### config.mk
export PLATFORM = sky130hd
export DESIGN_NAME = z_core_alu_arbiter
export DESIGN_NICKNAME = d
export VERILOG_FILES = /design/src/rtl/z_core_alu_arbiter_pkg.sv /design/src/rtl/z_core_rr_arbiter.sv /design/src/rtl/z_core_alu_arbiter.sv
export SDC_FILE = /design/constraint.sdc
export NUM_CORES = 1
export LEC_CHECK = 0
export ABC_CLOCK_PERIOD_IN_PS = 2240
export CAP_MARGIN = 30
export CORE_MARGIN = 8
export CORE_UTILIZATION = 37
export CTS_CLUSTER_SIZE = 40
export DETAILED_ROUTE_END_ITERATION = 10
export PLACE_DENSITY = 0.81
export SLEW_MARGIN = 20
export SYNTH_ARGS = -nofsm -noshare
export SYNTH_HDL_FRONTEND = slang
export SYNTH_HIERARCHICAL = 1
export SYNTH_SLANG_ARGS = --single-unit
### constraint.sdc
create_clock -name clk -period 2.24 [get_ports clk]
set_input_delay 0.448 -clock clk [delete_from_list [all_inputs] [get_ports clk]]
set_output_delay 0.448 -clock clk [all_outputs]
set_load 0.02 [all_outputs]
### src/rtl/z_core_alu_arbiter_pkg.sv
// Shared definitions for the ALU arbiter: ALU op codes, arbiter state
// encoding and an index-width helper used by the top and the arbiter.
package z_core_alu_arbiter_pkg;

    localparam logic [3:0] ALU_ADD  = 4'd0;
    localparam logic [3:0] ALU_SUB  = 4'd1;
    localparam logic [3:0] ALU_SLL  = 4'd2;
    localparam logic [3:0] ALU_SLT  = 4'd3;
    localparam logic [3:0] ALU_SLTU = 4'd4;
    localparam logic [3:0] ALU_XOR  = 4'd5;
    localparam logic [3:0] ALU_SRL  = 4'd6;
    localparam logic [3:0] ALU_SRA  = 4'd7;
    localparam logic [3:0] ALU_OR   = 4'd8;
    localparam logic [3:0] ALU_AND  = 4'd9;

    typedef enum logic [1:0] {
        IDLE = 2'd0,
        EXEC = 2'd1,
        RESP = 2'd2
    } arb_state_t;

    function automatic int idx_w(input int n);
        return (n > 1) ? $clog2(n) : 1;
    endfunction

endpackage

### src/rtl/z_core_rr_arbiter.sv
// Combinational winner select: searches req starting at ptr, wrapping.
// Ports: req (request vector), ptr (search start), gnt (one-hot), idx.
module z_core_rr_arbiter
    import z_core_alu_arbiter_pkg::*;
#(
    parameter int N  = 2,
    parameter int IW = idx_w(N)
) (
    input  logic [N-1:0]  req,
    input  logic [IW-1:0] ptr,
    output logic [N-1:0]  gnt,
    output logic [IW-1:0] idx
);

    int   j;
    logic found;

    always_comb begin
        gnt   = '0;
        idx   = '0;
        found = 1'b0;
        j     = 0;
        for (int k = 0; k < N; k++) begin
            j = (int'(ptr) + k) % N;
            if (!found && req[j]) begin
                gnt[j] = 1'b1;
                idx    = IW'(j);
                found  = 1'b1;
            end
        end
    end

endmodule

### src/rtl/z_core_alu_arbiter.sv
// Shares one ALU between NUM_REQ valid/ready requesters; operands and results
// are registered. Ports: clk/rstn, req_* request channels, rsp_* response
// channels, busy, alu_* ALU interface. Z_CORE_ALU_ARB_RR_EN selects
// round-robin arbitration; otherwise fixed priority (index 0 highest).
module z_core_alu_arbiter
    import z_core_alu_arbiter_pkg::*;
#(
    parameter int NUM_REQ = 2,
    parameter int DATA_W  = 32,
    parameter int OP_W    = 4
) (
    input  logic                      clk,
    input  logic                      rstn,
    input  logic [NUM_REQ-1:0]        req_valid,
    output logic [NUM_REQ-1:0]        req_ready,
    input  logic [NUM_REQ*DATA_W-1:0] req_in1,
    input  logic [NUM_REQ*DATA_W-1:0] req_in2,
    input  logic [NUM_REQ*OP_W-1:0]   req_op,
    output logic [NUM_REQ-1:0]        rsp_valid,
    input  logic [NUM_REQ-1:0]        rsp_ready,
    output logic [DATA_W-1:0]         rsp_data,
    output logic                      rsp_branch,
    output logic                      busy,
    output logic [DATA_W-1:0]         alu_in1,
    output logic [DATA_W-1:0]         alu_in2,
    output logic [OP_W-1:0]           alu_inst_type,
    input  logic [DATA_W-1:0]         alu_out,
    input  logic                      alu_branch
);

    localparam int IW = idx_w(NUM_REQ);

    arb_state_t          state;
    arb_state_t          state_nx;
    logic [IW-1:0]       grant;
    logic [IW-1:0]       ptr;
    logic [NUM_REQ-1:0]  win_gnt;
    logic [IW-1:0]       win_idx;
    logic                hs;
    logic                can_accept;
    logic                accept;
    logic [DATA_W-1:0]   sel_in1;
    logic [DATA_W-1:0]   sel_in2;
    logic [OP_W-1:0]     sel_op;

    z_core_rr_arbiter #(
        .N  (NUM_REQ),
        .IW (IW)
    ) u_arb (
        .req (req_valid),
        .ptr (ptr),
        .gnt (win_gnt),
        .idx (win_idx)
    );

`ifdef Z_CORE_ALU_ARB_RR_EN
    always_ff @(posedge clk or negedge rstn) begin
        if (!rstn) begin
            ptr <= '0;
        end else if (accept) begin
            ptr <= (win_idx == IW'(NUM_REQ - 1)) ? '0 : win_idx + IW'(1);
        end
    end
`else
    assign ptr = '0;
`endif

    always_comb begin
        rsp_valid = '0;
        if (state == RESP) begin
            for (int i = 0; i < NUM_REQ; i++) begin
                rsp_valid[i] = (grant == IW'(i));
            end
        end
    end

    // A pending request may be taken in the same cycle the current
    // response is handed off, giving back-to-back operation.
    assign hs         = |(rsp_valid & rsp_ready);
    assign can_accept = (state == IDLE) || hs;
    assign req_ready  = can_accept ? win_gnt : '0;
    assign accept     = |req_ready;
    assign busy       = (state != IDLE);

    always_comb begin
        sel_in1 = '0;
        sel_in2 = '0;
        sel_op  = '0;
        for (int i = 0; i < NUM_REQ; i++) begin
            if (win_gnt[i]) begin
                sel_in1 = req_in1[i*DATA_W +: DATA_W];
                sel_in2 = req_in2[i*DATA_W +: DATA_W];
                sel_op  = req_op[i*OP_W +: OP_W];
            end
        end
    end

    always_comb begin
        state_nx = state;
        unique case (state)
            IDLE:    state_nx = accept ? EXEC : IDLE;
            EXEC:    state_nx = RESP;
            RESP: begin
                if (hs) begin
                    state_nx = accept ? EXEC : IDLE;
                end
            end
            default: state_nx = IDLE;
        endcase
    end

    always_ff @(posedge clk or negedge rstn) begin
        if (!rstn) begin
            state         <= IDLE;
            grant         <= '0;
            alu_in1       <= '0;
            alu_in2       <= '0;
            alu_inst_type <= '0;
            rsp_data      <= '0;
            rsp_branch    <= 1'b0;
        end else begin
            state <= state_nx;
            if (accept) begin
                grant         <= win_idx;
                alu_in1       <= sel_in1;
                alu_in2       <= sel_in2;
                alu_inst_type <= sel_op;
            end
            if (state == EXEC) begin
                rsp_data   <= alu_out;
                rsp_branch <= alu_branch;
            end
        end
    end

endmodule

run_1/floorplan.png
Scale bar: 50 µm. Pins as bars on the die edge.
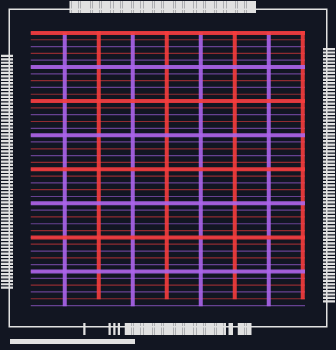
VDD -> red
VSS -> purple
met1 rails = 41
met4 straps = 8
rows = 40
signal pins = 281
met5 straps = 8
Placeable Area: 11900 µm²
Peak VDD IR: 0.612 mV
Die X: 126 µm
vertical extent of the die: 126 µm

run_1/class_map.png
Fill, decap, tap and diode cells in grey.
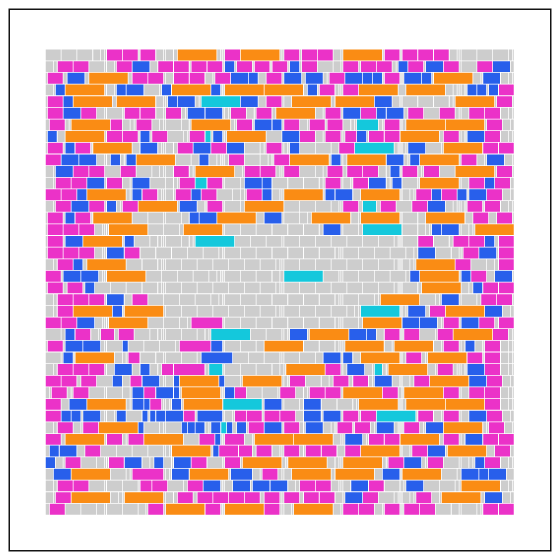
remaining buffers and delay cells -> magenta  # cells 294
clock drivers and dummy loads -> cyan  # cells 16
remaining logic cells -> blue  # cells 196
sequential cells -> orange  # cells 104
final design instance area without fill: 7770 µm²
sequential portion of the cell area: 33.5%
post-layout utilization of the core: 65.2%
row count: 40

run_1/clock_wires.png
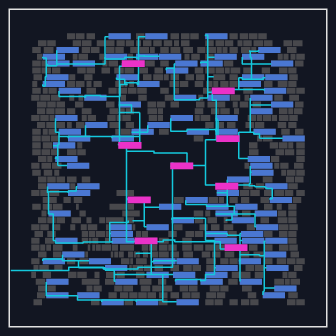
clock-net drivers -> magenta  # count 9
clock wires -> cyan  # length 1300 µm
flip-flops -> blue  # count 104
flops lie = spread over the die
setup clock skew after layout: 0.00823 ns
worst skew pair latency: 0.34 ns

run_1/layers.png
Scale bar: 50 µm. Only two layers are drawn.
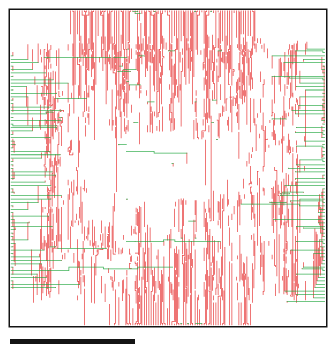
M3 -> green  # wire length 1440 µm
M2 -> red  # wire length 8030 µm
mean routed wirelength per cell: 21.1 µm
Routed WL: 16000 µm
total global-route track usage: 19.8%
total number of vias: 3964

[run 1: state kept, by name, indices dropped and copies added, names as in the netlist]
signal and flops:
alu_inst_type 4, state 2, alu_in2 32, rsp_branch 1, rsp_data 32, grant 1
alu_in1 32
[run 1: cell families after synthesis]
| family | after synthesis |
|---|---|
| flip-flops | 104 |
| AND/OR/NAND/NOR | 81 |
| AND-OR/OR-AND | 75 |
| multiplexers | 34 |
| buffers and inverters | 29 |
| other | 1 |
[run 1: power groups by stage]
stage	Sequential, µW	Clock [µW]	Combinational [µW]
2_1_floorplan	4380	0	1860
3_3_place_gp	3260	0	5630
3_5_place_dp	3310	0	5750
4_1_cts	3300	1520	5760
5_1_grt	3410	1600	6000
6_report	3300	1480	5680
[run 1: worst max-delay path, cell delays in order]
cell and delay (ns):
sky130_fd_sc_hd__clkdlybuf4s50_1 0.42, sky130_fd_sc_hd__mux2i_2 0.26, sky130_fd_sc_hd__a21oi_4 0.11, sky130_fd_sc_hd__and2_1 0.18, sky130_fd_sc_hd__dlygate4sd2_1 0.32
[run 1: final timing paths]
kind / startpoint / end / slack (ns) / cells past startpoint
setup / recovery: rsp_ready[1] / req_ready[0] / 0.05 / 5
hold / removal: rstn / alu_in1[26] / 0.05 / 1
setup reg to reg: grant / alu_in2[18] / 0.27 / 5
hold reg to reg: rsp_data[19] / rsp_data[19] / 0.51 / 1
max in group asynchronous: rstn / alu_in2[30] / 1.52 / 2
min in group clk: rsp_data[19] / rsp_data[19] / 0.51 / 1
[run 1: per-layer routing]
metal / global-route usage (%) / wire length [µm] / share of wire [%]
met5: 0 / 0 / 0
met4: 7.86 / 453 / 2.8
met3: 7.43 / 1440 / 9.0
met2: 34.2 / 8030 / 50
met1: 21.6 / 6070 / 38
[run 1: layout make-up]
type / count / area (µm²) / share of cell area [%]
Sequential cell: 104 / 2600 / 33.5
Tap cell: 147 / 184 / 2.37
Timing Repair Buffer: 294 / 2960 / 38.1
Inverter: 4 / 15.0 / 0.193
Clock inverter: 4 / 30.0 / 0.387
Multi-Input combinational cell: 192 / 1730 / 22.3
Clock buffer: 12 / 246 / 3.17
[run 1: timing repair]
| action | in CTS | in global routing |
|---|---|---|
| resized | 2 | 2 |
| setup endpoints to repair | 2 | 2 |
| pin swaps | 0 | 0 |
[run 1: through the flow]
step                power (µW)  setup WS (ns)  hold WS, ns  setup TNS [ns]  utilization, %
CTS                      10600         0.0478       0.0591               0            65.2
floorplan                 6230          0.386        0.152               0               -
global route             11000        0.00665       0.0733               0            65.2
global placement          8890         -0.197        0.418           -4.88            62.9
detailed placement        9060         -0.200        0.429           -7.58            62.9
finish                   10500         0.0490       0.0511               0            65.2
==> reports/metrics.yaml, run 1 <==
tritoncts.num_buffers: 9
total_leakage_power_uw: 0.00308
seq_power_share_pct: 31.5
grt.overflow.total: 0
drc_errors: 0
status: "completed"
timing.final.hold_violations: 0
place_congestion: 0.789
max_clock_freq_mhz: 456
crit_fanout: 3
core_util_floorplan_pct: 37.7
synth_cell_types: 27
cp-end-kind: "primary output"
postSynth.topFlopCell: "sky130_fd_sc_hd__dfrtp_1"
synth_flops: 104
first_global_vias: 4407
grt_max_degree: 69
pwr_density_cell_nw_per_um2: 1350
synth.comb.largest_family: "AND-OR/OR-AND gates"
clock_power_share_pct: 14.1
cts_setup_buffers: 0
cts_max_path_buffers: 2
nNetsFinal: 780
drt-initial-drc-count: 271
worst_setup_hold_path_clk_slew_ns: 0.06
run_1/clock_nets.png
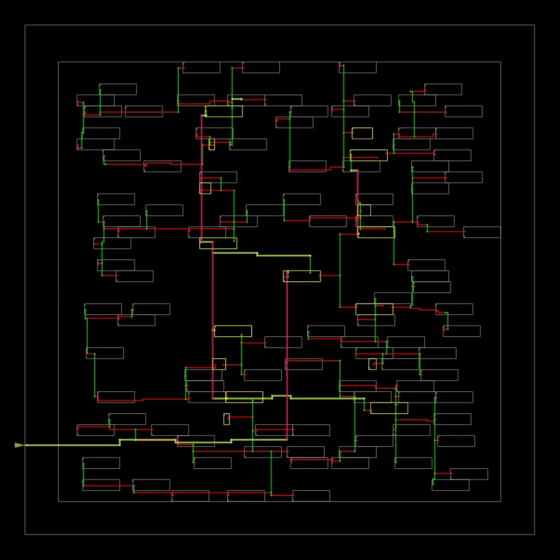

==> inputs of run 2 (changes only) <==
--- a/config.mk
+++ b/config.mk
@@ -8,10 +8,11 @@
 export ABC_CLOCK_PERIOD_IN_PS = 2240
 export CAP_MARGIN = 30
 export CORE_MARGIN = 8
-export CORE_UTILIZATION = 37
+export CORE_UTILIZATION = 38
+export CTS_BUF_LIST = sky130_fd_sc_hd__clkbuf_2 sky130_fd_sc_hd__clkbuf_4 sky130_fd_sc_hd__clkbuf_8
 export CTS_CLUSTER_SIZE = 40
 export DETAILED_ROUTE_END_ITERATION = 10
-export PLACE_DENSITY = 0.81
+export PLACE_DENSITY = 0.83
 export SLEW_MARGIN = 20
 export SYNTH_ARGS = -nofsm -noshare
 export SYNTH_HDL_FRONTEND = slang
run_2/clock_nets.png
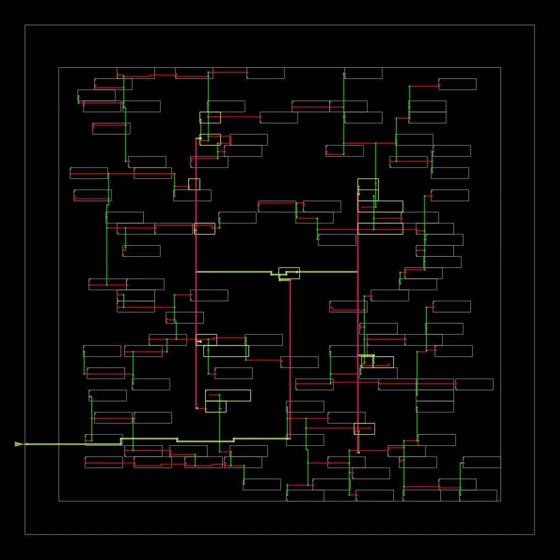
TritonCTS buffer count: 9
setup clock skew after layout: 0.0122 ns
worst skew pair latency: 0.37 ns

run_2/floorplan.png
Scale bar: 20 µm. Pins as bars on the die edge.
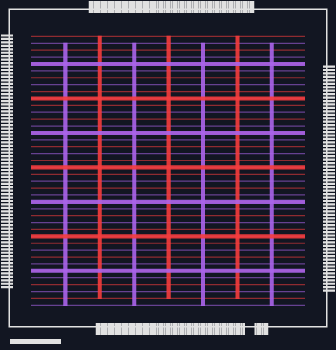
VDD -> red
VSS -> purple
rows = 39
met1 rails = 40
met5 straps = 7
met4 straps = 7
signal pins = 281
Die X: 125 µm
vertical extent of the die: 125 µm

==> reports/metrics.yaml, run 2 <==
status: "completed"  # unchanged
ff2ff_setup_slack_ns: 0.28  # was 0.27 ns
grt.overflow.total: 0  # unchanged
drt-initial-drc-count: 301  # was 271
groute.usage.overall_pct: 20.5  # was 19.8%
cp-end-kind: "primary output"  # unchanged
drc_errors: 0  # unchanged
area_delta_synth_final_pct: 72.8  # was 73.1%
row_count: 39  # was 40
power.ir.vdd_worst_mv: 0.843  # was 0.612 mV
timing.final.hold_violations: 0  # unchanged
setup-tns-final_ns: 0  # unchanged
grt_max_degree: 69  # unchanged
crit-reg2reg-capture: "alu_in2[25]"  # was alu_in2[18]
core_util_floorplan_pct: 39.1  # was 37.7%
routedWlPerCell_um: 21.9  # was 21.1 µm
layout-drive-gt1-share_pct: 25.7  # was 25.4%
worst_r2r_path_cells: 5  # unchanged
max_clock_freq_mhz: 461  # was 456 MHz
stage_log_warnings: 26  # unchanged
synth_cell_types: 27  # unchanged
ys_async_sr_fraction_pct: 100  # unchanged
cts_max_path_buffers: 2  # unchanged
critical_path.reg2reg.startpoint: "grant"  # unchanged
crit_fanout: 3  # unchanged
total_leakage_power_uw: 0.00307  # was 0.00308 µW
postSynth.topFlopCell: "sky130_fd_sc_hd__dfrtp_1"  # unchanged
cts_setup_buffers: 0  # unchanged
worst_setup_path_startpoint: "rsp_ready[1]"  # unchanged
synth_flops: 104  # unchanged
pwr_density_cell_nw_per_um2: 1360  # was 1350 nW/µm²
first_global_vias: 4425  # was 4407
timing_worst_setup_path_type: "input pin to primary output"  # unchanged
largest_area_cell: "sky130_fd_sc_hd__dfrtp_1"  # unchanged
fp.coreArea_um2: 11500  # was 11900 µm²
total_power_uw: 10500  # about the same
place_congestion: 0.762  # was 0.789
syn-mean-instance-area_um2: 13.8  # unchanged
cp-endpoint: "req_ready[0]"  # unchanged
nNetsFinal: 781  # was 780
finalClockPeriodUsage_pct: 96.8  # was 97.8%
leading_registers_by_flop_count: "alu_in1 (32), alu_in2 (32), rsp_data (32)"  # unchanged
worst_setup_hold_path_clk_slew_ns: 0.10  # was 0.06 ns
edf_count: 0  # unchanged
run_2/layers.png
Scale bar: 20 µm. Only two layers are drawn.
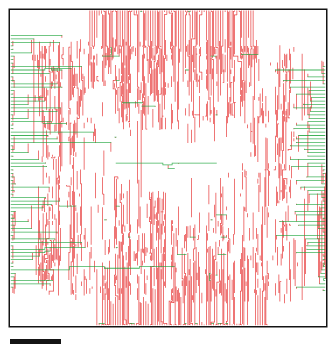
M2 -> red  # wire length 8590 µm
M3 -> green  # wire length 1340 µm
Routed WL: 16500 µm
total number of vias: 3914

run 2: through the flow:
step	setup slack, ns	instances	instance area, µm²	hold slack (ns)	utilization, %
final	0.0723	754	7750	0.497	67.6
after CTS	0.0303	754	7750	0.480	67.6
after global placement	-0.223	737	7470	0.316	65.1
after global routing	0.0000193	754	7750	0.501	67.6
after detailed placement	-0.214	737	7470	0.318	65.1
after floorplan	0.386	325	4490	0.152	-
run 2: cells by family (layout without fill, tap and decap cells):
logic type | Yosys count | after routing | synth area share, %
simple gates | 81 | 81 | 11.1
buf+inv | 29 | 315 | 3.49
mux | 34 | 34 | 8.59
flops | 104 | 104 | 58.0
compound gates | 75 | 75 | 18.7
other cells | 1 | 2 | 0.0836
run 2: power breakdown:
group | internal [µW] | leakage, µW | switching (µW)
clock network | 899 | 0.000133 | 641
registers | 2790 | 0.00117 | 516
logic | 3090 | 0.00177 | 2600
total | 6780 | 0.00307 | 3760
run 2: cell type report:
type | count | area [µm²] | area share [%]
Tap cell | 143 | 179 | 2.31
Inverter | 4 | 15.0 | 0.194
Timing Repair Buffer | 295 | 2950 | 38.1
Sequential cell | 104 | 2600 | 33.6
Clock buffer | 11 | 145 | 1.87
Multi-Input combinational cell | 192 | 1730 | 22.3
Clock inverter | 5 | 128 | 1.65
run 2: worst min-delay path by stage:
stage / depth (start not counted) / endpoint / slack, ns / from
2_1_floorplan: 0 / alu_in1[0] / 0.15 / rstn
3_3_place_gp: 1 / alu_in2[14] / 0.32 / rstn
3_5_place_dp: 1 / alu_in2[14] / 0.32 / rstn
4_1_cts: 2 / alu_in2[8] / 0.48 / rstn
5_1_grt: 2 / alu_in2[8] / 0.50 / rstn
6_report: 2 / alu_in2[8] / 0.50 / rstn
run 2: routing by layer:
| metal | wire length (µm) | GRT usage, % | vias to the layer above |
|---|---|---|---|
| met5 | 0 | 0 | - |
| met4 | 466 | 8.15 | 0 |
| met3 | 1340 | 6.77 | 29 |
| met2 | 8590 | 36.8 | 186 |
| met1 | 6110 | 21.5 | 1938 |
| li1 | - | - | 1761 |
run 2: timing repair:
action,4_1_cts,5_1_grt
gates resized,4,1
endpoints found under the hold margin,13,0
setup endpoints to repair,4,1
hold buffers,1,0
run 2: worst max-delay path, stage by stage:
cell                              delay, ns
sky130_fd_sc_hd__clkdlybuf4s50_1       0.41
sky130_fd_sc_hd__mux2i_2               0.26
sky130_fd_sc_hd__a21oi_4               0.10
sky130_fd_sc_hd__and2_1                0.17
sky130_fd_sc_hd__dlygate4sd2_1         0.32
No activity file was given, so power comes from the tool's default toggle rates.
